[src/rtl/sfx_pkg.sv]
// ---------------------------------------------------------------------------
// sfx_pkg
// Shared definitions for the sound-effect mixer:
//   - default widths for samples, ROM addresses, attenuation and voice count
//   - frame state machine encoding
//   - saturate(): clamps a sign-extended accumulator into a signed w-bit range
// ---------------------------------------------------------------------------
package sfx_pkg;

    localparam int DEF_N_CH     = 4;
    localparam int DEF_SAMPLE_W = 24;
    localparam int DEF_ADDR_W   = 15;
    localparam int DEF_ATT_W    = 3;

    typedef enum logic [1:0] {
        IDLE  = 2'd0,
        FETCH = 2'd1,
        DRAIN = 2'd2,
        OUT   = 2'd3
    } sfx_state_t;

    // The accumulator is passed in sign-extended to 64 bits so one function
    // serves any parameterisation; callers truncate the result to w bits.
    function automatic logic signed [63:0] saturate(input logic signed [63:0] acc,
                                                    input int w);
        logic signed [63:0] max_v;
        logic signed [63:0] min_v;
        max_v = (64'sd1 <<< (w - 1)) - 64'sd1;
        min_v = -(64'sd1 <<< (w - 1));
        if (acc > max_v) begin
            saturate = max_v;
        end else if (acc < min_v) begin
            saturate = min_v;
        end else begin
            saturate = acc;
        end
    endfunction

endpackage

[src/rtl/sfx_channel.sv]
// ---------------------------------------------------------------------------
// sfx_channel
// State for one mixer voice: pending trigger, active flag and clip offset.
//   clk, reset_n : clock, asynchronous active-low reset
//   trigger      : one-cycle start/restart request (accepted in any cycle)
//   start        : frame-start strobe from the mixer FSM
//   step         : this voice's FETCH slot is in the current cycle
//   len          : clip length in samples (0 = voice disabled)
//   loop_en      : wrap to offset 0 at end of clip instead of stopping
//   active       : voice is playing
//   offset       : current sample offset within the clip
// ---------------------------------------------------------------------------
module sfx_channel
    import sfx_pkg::*;
#(
    parameter int ADDR_W = DEF_ADDR_W
) (
    input  logic              clk,
    input  logic              reset_n,
    input  logic              trigger,
    input  logic              start,
    input  logic              step,
    input  logic [ADDR_W-1:0] len,
    input  logic              loop_en,
    output logic              active,
    output logic [ADDR_W-1:0] offset
);

    logic pending;

    // A trigger coinciding with the frame-start strobe is consumed directly,
    // so it counts for the frame that is just beginning. A one-shot voice
    // keeps its final offset when it stops; the next start clears it.
    always_ff @(posedge clk or negedge reset_n) begin
        if (!reset_n) begin
            pending <= 1'b0;
            active  <= 1'b0;
            offset  <= '0;
        end else if (start) begin
            pending <= 1'b0;
            if (pending || trigger) begin
                active <= (len != '0);
                offset <= '0;
            end
        end else begin
            if (trigger) begin
                pending <= 1'b1;
            end
            if (step && active) begin
                if (offset == len - ADDR_W'(1)) begin
                    if (loop_en) begin
                        offset <= '0;
                    end else begin
                        active <= 1'b0;
                    end
                end else begin
                    offset <= offset + ADDR_W'(1);
                end
            end
        end
    end

endmodule

[src/rtl/sfx_mixer.sv]
// ---------------------------------------------------------------------------
// sfx_mixer
// N_CH-voice sound-effect mixer. Each frame fetches one sample per voice from
// a shared single-port ROM, attenuates it by an arithmetic right shift, sums
// the voices with saturation and emits one codec write.
//   clk, reset_n     : clock, asynchronous active-low reset
//   trigger          : per-voice one-cycle start/restart request
//   ch_base/ch_len   : per-voice clip base address and length (0 = disabled)
//   ch_att           : per-voice attenuation shift
//   ch_loop          : per-voice loop enable
//   rom_addr/rom_data: shared ROM port, data valid one cycle after address
//   aud_write_ready  : codec can accept a sample (checked at frame start)
//   aud_write        : one-cycle write strobe
//   aud_write_d      : mixed sample
//   busy             : per-voice active flags
// Configuration macro: SFX_MIXER_LOOP_EN enables ch_loop; without it every
// clip is one-shot and ch_loop is ignored.
// ---------------------------------------------------------------------------
module sfx_mixer
    import sfx_pkg::*;
#(
    parameter int N_CH     = DEF_N_CH,
    parameter int SAMPLE_W = DEF_SAMPLE_W,
    parameter int ADDR_W   = DEF_ADDR_W,
    parameter int ATT_W    = DEF_ATT_W
) (
    input  logic                       clk,
    input  logic                       reset_n,
    input  logic [N_CH-1:0]            trigger,
    input  logic [N_CH*ADDR_W-1:0]     ch_base,
    input  logic [N_CH*ADDR_W-1:0]     ch_len,
    input  logic [N_CH*ATT_W-1:0]      ch_att,
    input  logic [N_CH-1:0]            ch_loop,
    output logic [ADDR_W-1:0]          rom_addr,
    input  logic signed [SAMPLE_W-1:0] rom_data,
    input  logic                       aud_write_ready,
    output logic                       aud_write,
    output logic [SAMPLE_W-1:0]        aud_write_d,
    output logic [N_CH-1:0]            busy
);

    localparam int ACC_W = SAMPLE_W + $clog2(N_CH) + 1;
    localparam int IDX_W = (N_CH > 1) ? $clog2(N_CH) : 1;

    sfx_state_t state;
    sfx_state_t state_next;

    logic [IDX_W-1:0]           idx;
    logic                       slot_valid;
    logic [ATT_W-1:0]           slot_att;
    logic signed [ACC_W-1:0]    acc;
    logic signed [ACC_W-1:0]    acc_next;
    logic signed [ACC_W-1:0]    contrib;
    logic signed [SAMPLE_W-1:0] shifted;
    logic signed [63:0]         acc_ext;

    logic                       frame_start;
    logic                       last_slot;
    logic [N_CH-1:0]            active;
    logic [N_CH-1:0]            step;
    logic [N_CH-1:0]            loop_sel;
    logic [ADDR_W-1:0]          offset [N_CH];

    assign frame_start = (state == IDLE) && aud_write_ready;
    assign last_slot   = (idx == IDX_W'(N_CH - 1));
    assign busy        = active;

`ifdef SFX_MIXER_LOOP_EN
    assign loop_sel = ch_loop;
`else
    logic unused_loop;
    assign loop_sel    = '0;
    assign unused_loop = ^ch_loop;
`endif

    for (genvar i = 0; i < N_CH; i++) begin : g_ch
        assign step[i] = (state == FETCH) && (idx == IDX_W'(i));

        sfx_channel #(
            .ADDR_W (ADDR_W)
        ) u_channel (
            .clk     (clk),
            .reset_n (reset_n),
            .trigger (trigger[i]),
            .start   (frame_start),
            .step    (step[i]),
            .len     (ch_len[i*ADDR_W +: ADDR_W]),
            .loop_en (loop_sel[i]),
            .active  (active[i]),
            .offset  (offset[i])
        );
    end

    // Only FETCH drives a real address; every other state parks at 0, which
    // also gives rom_addr=0 immediately under reset.
    always_comb begin
        rom_addr = '0;
        if (state == FETCH) begin
            rom_addr = ch_base[idx*ADDR_W +: ADDR_W] + offset[idx];
        end
    end

    // The ROM answers one cycle late, so the sample arriving now belongs to
    // the previous slot; its active flag and shift were captured then.
    always_comb begin
        shifted  = rom_data >>> slot_att;
        contrib  = {{(ACC_W - SAMPLE_W){shifted[SAMPLE_W-1]}}, shifted};
        acc_next = slot_valid ? (acc + contrib) : acc;
        acc_ext  = {{(64 - ACC_W){acc_next[ACC_W-1]}}, acc_next};
    end

    // State register.
    always_ff @(posedge clk or negedge reset_n) begin
        if (!reset_n) begin
            state <= IDLE;
        end else begin
            state <= state_next;
        end
    end

    // Next-state logic: the frame length is fixed regardless of which voices
    // are active.
    always_comb begin
        state_next = state;
        unique case (state)
            IDLE:    if (aud_write_ready) state_next = FETCH;
            FETCH:   if (last_slot)       state_next = DRAIN;
            DRAIN:   state_next = OUT;
            OUT:     state_next = IDLE;
            default: state_next = IDLE;
        endcase
    end

    // Datapath. The final sum is saturated straight from acc_next in DRAIN so
    // that the registered strobe and data are both valid during OUT.
    always_ff @(posedge clk or negedge reset_n) begin
        if (!reset_n) begin
            idx         <= '0;
            slot_valid  <= 1'b0;
            slot_att    <= '0;
            acc         <= '0;
            aud_write   <= 1'b0;
            aud_write_d <= '0;
        end else begin
            aud_write <= 1'b0;
            unique case (state)
                IDLE: begin
                    if (aud_write_ready) begin
                        idx        <= '0;
                        slot_valid <= 1'b0;
                        acc        <= '0;
                    end
                end
                FETCH: begin
                    acc        <= acc_next;
                    slot_valid <= active[idx];
                    slot_att   <= ch_att[idx*ATT_W +: ATT_W];
                    if (!last_slot) begin
                        idx <= idx + IDX_W'(1);
                    end
                end
                DRAIN: begin
                    acc         <= acc_next;
                    slot_valid  <= 1'b0;
                    aud_write   <= 1'b1;
                    aud_write_d <= SAMPLE_W'(saturate(acc_ext, SAMPLE_W));
                end
                OUT: begin
                end
                default: begin
                end
            endcase
        end
    end

endmodule

[config.mk]
export PLATFORM = sky130hd
export DESIGN_NAME = sfx_mixer
export DESIGN_NICKNAME = d
export VERILOG_FILES = /design/src/rtl/sfx_pkg.sv /design/src/rtl/sfx_channel.sv /design/src/rtl/sfx_mixer.sv
export SDC_FILE = /design/constraint.sdc
export NUM_CORES = 1
export LEC_CHECK = 0
export CAP_MARGIN = 20
export CORE_UTILIZATION = 35
export CTS_CLUSTER_DIAMETER = 200
export DETAILED_ROUTE_END_ITERATION = 12
export PLACE_DENSITY_LB_ADDON = 0.1
export SLEW_MARGIN = 5
export SYNTH_ARGS = -nofsm -noshare
export SYNTH_HDL_FRONTEND = slang
export SYNTH_HIERARCHICAL = 1
export SYNTH_SLANG_ARGS = --single-unit
[constraint.sdc]
create_clock -name clk -period 8.36 [get_ports clk]
set_clock_uncertainty 0.2 [all_clocks]
set_input_delay 2.508 -clock clk [delete_from_list [all_inputs] [get_ports clk]]
set_output_delay 2.508 -clock clk [all_outputs]
set_load 0.02 [all_outputs]
==> run_1/m4.png <==
Supply wires on this layer in grey. Cells faint in the background.
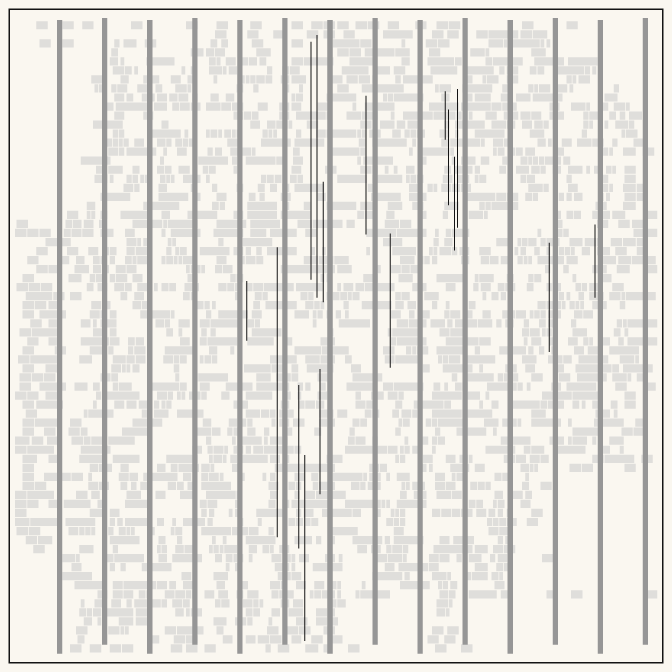
main direction: vertical
nets with wire on the layer: 14
share of all routed wire: 1.7%
longest straight run: 87.0 um
wire length on this layer: 681 um
Routed WL: 41,200 um
via count: 12,200

==> run_1/sizing.png <==
The bar under the picture is 50 um long.
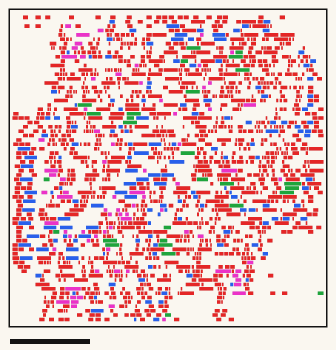
| colour | size | cells | share |
|---|---|---|---|
| green | x6 and larger | 28 | 1.6% |
| red | x1 and smaller | 1,452 | 85% |
| blue | x2 | 151 | 8.8% |
| magenta | x3 and x4 | 77 | 4.5% |
synth-to-layout area growth: 24.2%
fin area: 16,400 um2
final setup margin: 142 ps
Buffers, non-clock: 237

==> run_1/placed.png <==
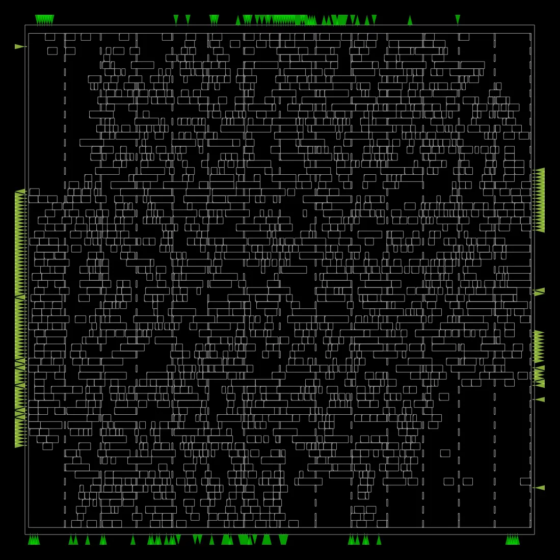
Layout Cells excl Fill: 2,212
Seq area share: 19.5%
Flop Count: 128

==> run_1/m3.png <==
The bar under the picture is 50 um long.
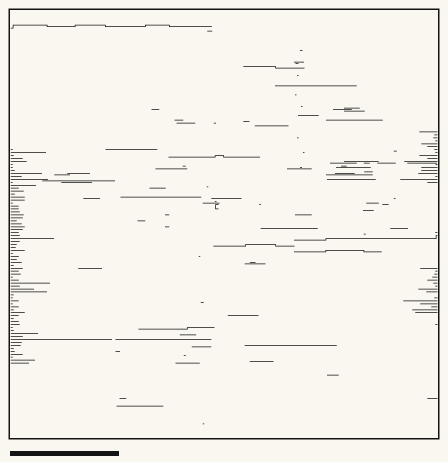
nets with wire on the layer: 168
longest straight run: 50.6 um
wire length on this layer: 1,640 um
main direction: horizontal
share of all routed wire: 4.0%
met3 Track Usage GR: 3.11%

==> results.cfg, run 1 <==
; flow metrics
[status]
outcome = finished clean

[synth]
ys.flops = 128
ff_type = dfrtp_1
ys_cells = 1516
yosys.area.top_type = dfrtp_1
ys_sh_adder_pct = 5.60
logic_family = simple AND/OR/NAND/NOR gates
synthesis.area_um2 = 13200
aoi_share_pct = 22.1
yosysChipArea_um2 = 13200
async_reset_ff_share_pct = 100
synth_warnings = 6
ys_sh_simple_pct = 25.0

[global_routing]
antenna_found_initial = 0
grt_busiest_layer = met2
grt_pass1_vias = 11700
grt_use_met1_pct = 28.9
grt_max_degree = 89
grt_overflow = 0

[clocking]
clk_latency_ps = 430
cts_setup_buffers = 0
cts_buffers = 17
hold_buffers = 0
cts_root_buffer = clkbuf_16
cts_tree = built
clock_path_buffers = 2
cts_max_level = 4

[hold_path]
min_to = g_ch[1].u_channel/pending
min_path_cells = 2

[pwr]
p_per_area_nw_per_um2 = 361
ir_drop_uv = 157
internal-power_uw = 3080
seqPwrFrac_pct = 20.4
p_leak_uw = 0.00632
clkPwrFrac_pct = 12.5

[sta]
period_used_pct = 98.3
min_period_ps = 8220
worst_pin_slew_ps = 913
hold_ws_ps = 286
fmax_mhz = 122

[die]
die_w_um = 196
rows = 70
io_pins = 211
chipArea_um2 = 38600

[critical_path]
crit_chain = clkdlybuf4s50_1 > mux4_2 > fa_2 > a21o_1 > a21oi_2 > nor2b_1 > o21ai_1 > buf_4 > a211oi_4 > nor3_2 > buf_4 > nor2_1 > xor2_1 > and2_4 > buf_12
endpoint_kind = primary output
crit_arrival_ps = 5510
path_max_fanout = 3
rr_worst_depth = 16
slowest_delay_ps = 520
critPathKind = primary input to primary output
cp.required_ps = 5650

[place]
gp_congestion = 0.883
portBuffers = 206

[flow_run]
warning_count = 38
drv_cap = 0

[detailed_routing]
firstDrtPassIters = 4
drc_errors = 0
top_layer_used = met4
ant_nets = 0
avgRoutedWirePerCell_um = 18.6
route.met2.wl_um = 19600

[layout]
drive_gt1_share_pct = 15.0
fin_nets = 1920
fillCellCount = 3696
comb_area_um2 = 9410
flop_area_um2 = 3210
final_util_pct = 44.5
-- run 1: power groups by stage --
| stage | registers [uW] | clock network (uW) | logic (uW) |
|---|---|---|---|
| floorplan | 1070 | 0 | 2890 |
| global placement | 1220 | 0 | 3920 |
| detailed placement | 1230 | 0 | 3940 |
| CTS | 1220 | 757 | 3950 |
| global route | 1250 | 783 | 4390 |
| finish | 1210 | 740 | 3980 |
-- run 1: registers in the layout, indices dropped and copies added, names as in the netlist --
| register | count |
|---|---|
| idx | 2 |
| aud_write_d | 24 |
| slot_valid | 1 |
| acc | 27 |
| g_ch.u_channel/active | 4 |
| g_ch.u_channel/offset | 60 |
| g_ch.u_channel/pending | 4 |
| state | 2 |
| slot_att | 3 |
| aud_write | 1 |
-- run 1: how the worst max path moves through the flow --
stage / start / endpoint / slack [ps] / depth (start not counted)
after floorplan: ch_base[45] / rom_addr[14] / 590 / 12
after global placement: ch_base[0] / rom_addr[14] / -630 / 16
after detailed placement: ch_base[0] / rom_addr[14] / -630 / 16
after CTS: ch_base[0] / rom_addr[14] / -10 / 16
after global routing: ch_base[31] / rom_addr[13] / -3 / 16
final: ch_base[46] / rom_addr[12] / 140 / 15
-- run 1: cells in the final DEF, fill, tap and decap left out, drive strengths merged, types with 7 or more instances in the layout --
cell type / Yosys / routed
ha: 56 / 56
nand3: 39 / 39
or4: 12 / 12
nor4b: 8 / 8
buf: 46 / 36
or3: 51 / 51
o211ai: 25 / 25
nand4: 31 / 31
clkdlybuf4s50: 0 / 191
o2bb2ai: 12 / 12
mux2: 25 / 25
conb: 1 / 12
a31oi: 11 / 11
o31ai: 10 / 10
nand4b: 9 / 9
and2: 20 / 20
or2: 16 / 16
mux2i: 35 / 35
and3: 28 / 28
nor2: 100 / 100
dfrtp: 128 / 128
a211oi: 19 / 19
inv: 72 / 72
nor2b: 31 / 31
nor3: 47 / 47
o21ai: 97 / 97
nor4: 28 / 28
mux4: 36 / 36
o211a: 8 / 8
a21oi: 111 / 111
nand2: 104 / 104
a32o: 7 / 7
xnor2: 62 / 62
xor2: 36 / 36
o21bai: 9 / 9
a21o: 21 / 21
o22ai: 22 / 22
nand2b: 20 / 20
clkbuf: 42 / 24
-- run 1: worst max-delay path: cells and delay by family --
family,cells,cell delay (ps)
XOR/XNOR,1,160
AND-OR/OR-AND,4,550
buffers and inverters,4,800
AND/OR/NAND/NOR,4,540
adder cells (fa/ha/maj),1,420
multiplexers,1,520
-- run 1: stage by stage --
| step | power (uW) | cells | cell area (um2) |
|---|---|---|---|
| floorplan | 3960 | 1527 | 13300 |
| detailed placement | 5160 | 2180 | 15800 |
| global placement | 5140 | 2180 | 15800 |
| CTS | 5930 | 2212 | 16300 |
| global route | 6420 | 2212 | 16400 |
| finish | 5930 | 2212 | 16400 |
-- run 1: layout make-up --
class / count / share of cell area (%)
Timing Repair Buffer: 237 / 14.1
Sequential cell: 128 / 19.5
Multi-Input combinational cell: 1238 / 57.4
Tap cell: 504 / 3.84
Clock inverter: 9 / 0.495
Inverter: 73 / 1.67
Clock buffer: 23 / 3.03
==> inputs of run 2 (changes only) <==
--- a/config.mk
+++ b/config.mk
@@ -9,7 +9,7 @@
 export CORE_UTILIZATION = 35
 export CTS_CLUSTER_DIAMETER = 200
 export DETAILED_ROUTE_END_ITERATION = 12
-export PLACE_DENSITY_LB_ADDON = 0.1
+export PLACE_DENSITY = 0.54
 export SLEW_MARGIN = 5
 export SYNTH_ARGS = -nofsm -noshare
 export SYNTH_HDL_FRONTEND = slang
==> run_2/m4.png <==
Supply wires on this layer in grey. Cells faint in the background.
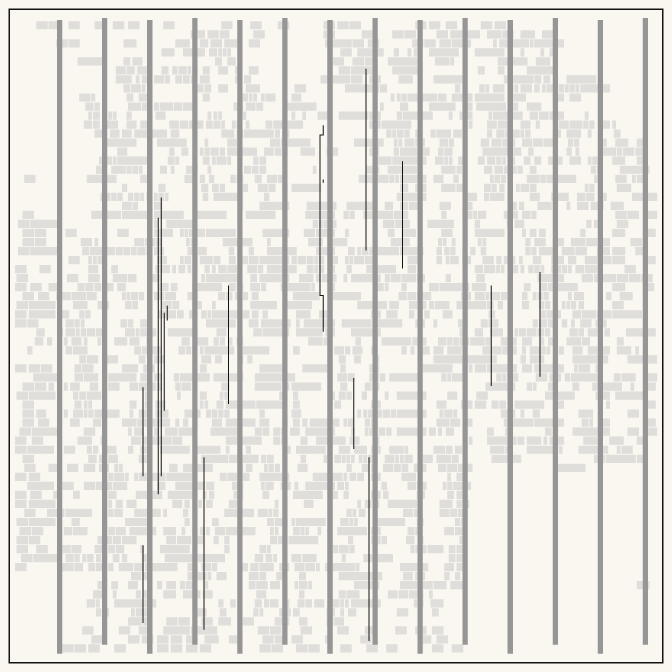
nets with wire on the layer: 14
longest straight run: 83.6 um
wire length on this layer: 625 um
Routed WL: 41,300 um
via count: 12,300

==> run_2/layers.png <==
The bar under the picture is 50 um long.
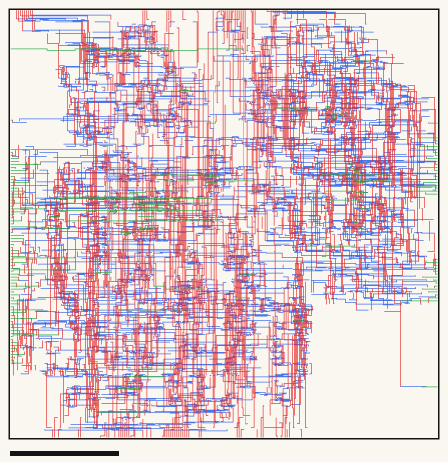
| colour | layer | wire length |
|---|---|---|
| red | M2 | 19,900 um |
| orange | M4 | 625 um |
| green | M3 | 1,850 um |
| blue | M1 | 18,900 um |

==> run 2 against run 1 <==
  * Sequential power hardly changed
  * Via count is 0.54% higher
  * Hold slack worse by 2.1 ps
  * Clock power hardly changed
  * Combinational power is 1% lower
  * Routed wire length is 0.18% higher
  * Power is 0.90% lower
  * Clock-buffer cell count is 1 lower
  * Global-route usage hardly changed
  * Sequential share of layout area is 0.14 points higher
  * Critical endpoint is now rom_addr[14]
==> results.cfg, run 2 <==
; flow metrics
[die]
chipArea_um2 = 38600
die_w_um = 196
io_pins = 211
rows = 70

[layout]
reg_top3 = g_ch.u_channel/offset x60, acc x27, aud_write_d x24
top_register = g_ch.u_channel/offset
drive_gt1_share_pct = 14.2
fin_nets = 1920
largest_register_ffs = 60
synthToLayoutAreaGrowth_pct = 23.3
lay_top_count = clkdlybuf4s50_1
lay_top_cells = clkdlybuf4s50_1 (195), dfrtp_1 (126), a21oi_1 (109)
final_cell_count_no_fill = 2212
design_area_um2 = 16300

[clocking]
cts_tree = built
cts_buffers = 17
cts_max_level = 4
clock_path_buffers = 2
clk_latency_ps = 420
cts_root_buffer = clkbuf_16
hold_buffers = 0
cts_setup_buffers = 0

[synth]
async_reset_ff_share_pct = 100
synthesis.area_um2 = 13200
synth_warnings = 6
ys_cells = 1516
ys.flops = 128
yosysChipArea_um2 = 13200
syn_area_per_cell_um2 = 8.72
ff_type = dfrtp_1

[pwr]
ir_drop_uv = 177
power_uw = 5880
seqPwrFrac_pct = 20.6
internal-power_uw = 3040
p_per_area_nw_per_um2 = 361
clkPwrFrac_pct = 12.6
p_leak_uw = 0.00627

[place]
portBuffers = 206
dpl_cell_area_um2 = 15700
gp_congestion = 0.899
place_inst = 2180

[critical_path]
endpoint_kind = primary output
crit_chain = clkdlybuf4s50_1 > mux4_2 > ha_2 > fa_2 > a21o_1 > a21oi_1 > nor2b_1 > o21ai_0 > buf_4 > a211oi_1 > nor3_2 > o31ai_1 > xnor2_1 > nor2_1 > buf_4
crit_start = ch_base[45]
critPathKind = primary input to primary output
crit_arrival_ps = 5520
slowest_delay_ps = 470
cp.required_ps = 5650

[flow_run]
drv_cap = 0
warning_count = 37

[sta]
fmax_mhz = 122
worst_pin_slew_ps = 890
min_period_ps = 8220
period_used_pct = 98.4
fin_ws_ps = 137

[global_routing]
grt_pass1_vias = 11900
antenna_found_initial = 0
grt_max_degree = 72
grt_overflow = 0

[detailed_routing]
drc_errors = 0
avgRoutedWirePerCell_um = 18.7
ant_nets = 0
firstDrtPassIters = 7

[hold_path]
worst_hold_startpoint = g_ch[2].u_channel/pending

[status]
outcome = finished clean
==> run 2: power groups by stage <==
stage / logic, uW / clock network (uW) / registers (uW)
floorplan: 2890 / 0 / 1070
CTS: 3940 / 754 / 1210
global placement: 3910 / 0 / 1220
detailed placement: 3930 / 0 / 1220
finish: 3930 / 739 / 1210
global route: 4330 / 781 / 1250
==> run 2: metrics by stage <==
stage	utilization [%]	hold slack [ps]
floorplan	-	247
CTS	44.2	286
global placement	42.7	265
detailed placement	42.7	270
global route	44.2	327
finish	44.2	284
==> run 2: critical path, delay by kind of cell <==
kind                       cells  cell delay, ps
buffers and inverters          3             720
AOI/OAI and AO/OA              5             700
adders and majority gates      2             550
muxes                          1             470
and+or+nand+nor                3             430
xor gates and xnor gates       1             130
==> run 2: layout make-up <==
type / count / area, um2
tap: 504 / 631
timing repair buffer: 237 / 2270
fill: 3592 / 20600
multi-input combinational: 1238 / 9350
clock buffer: 22 / 454
clock inverter: 10 / 111
sequential: 128 / 3210
inverter: 73 / 274
==> run 2: final timing paths <==
kind | to | slack, ps | cells past startpoint
max | rom_addr[14] | 140 | 15
min | g_ch[2].u_channel/pending | 280 | 2
max reg2reg | aud_write_d[3] | 2610 | 16
min reg2reg | g_ch[2].u_channel/pending | 280 | 2
max in group asynchronous | idx[0] | 4750 | 2
min in group asynchronous | aud_write_d[13] | 1910 | 1
==> run 2: timing repair <==
| item | in CTS | in global routing |
|---|---|---|
| pin swaps | 1 | 6 |
| gates resized | 18 | 16 |
| endpoints found under the setup margin | 9 | 8 |
==> run 2: metal layers <==
metal  global-route usage (%)  part of all wire [%]  up-vias
met3                     3.82                   4.5       37
li1                         -                     -     6001
met4                     4.57                   1.5        0
met1                     28.4                    46     5933
met2                     36.3                    48      299
met5                        0                     0        -
==> run 2: cells by family (layout without fill, tap and decap cells) <==
group / after synthesis / after routing / synth area share (%)
and+or+nand+nor: 570 / 570 / 25.0
adders and majority gates: 58 / 58 / 5.60
other: 1 / 12 / 0.0284
buffers and inverters: 161 / 342 / 5.50
xor gates and xnor gates: 98 / 98 / 6.49
DFF: 128 / 128 / 24.2
AOI/OAI and AO/OA: 404 / 404 / 22.1
muxes: 96 / 96 / 11.0
Power and IR drop assume default switching activity.
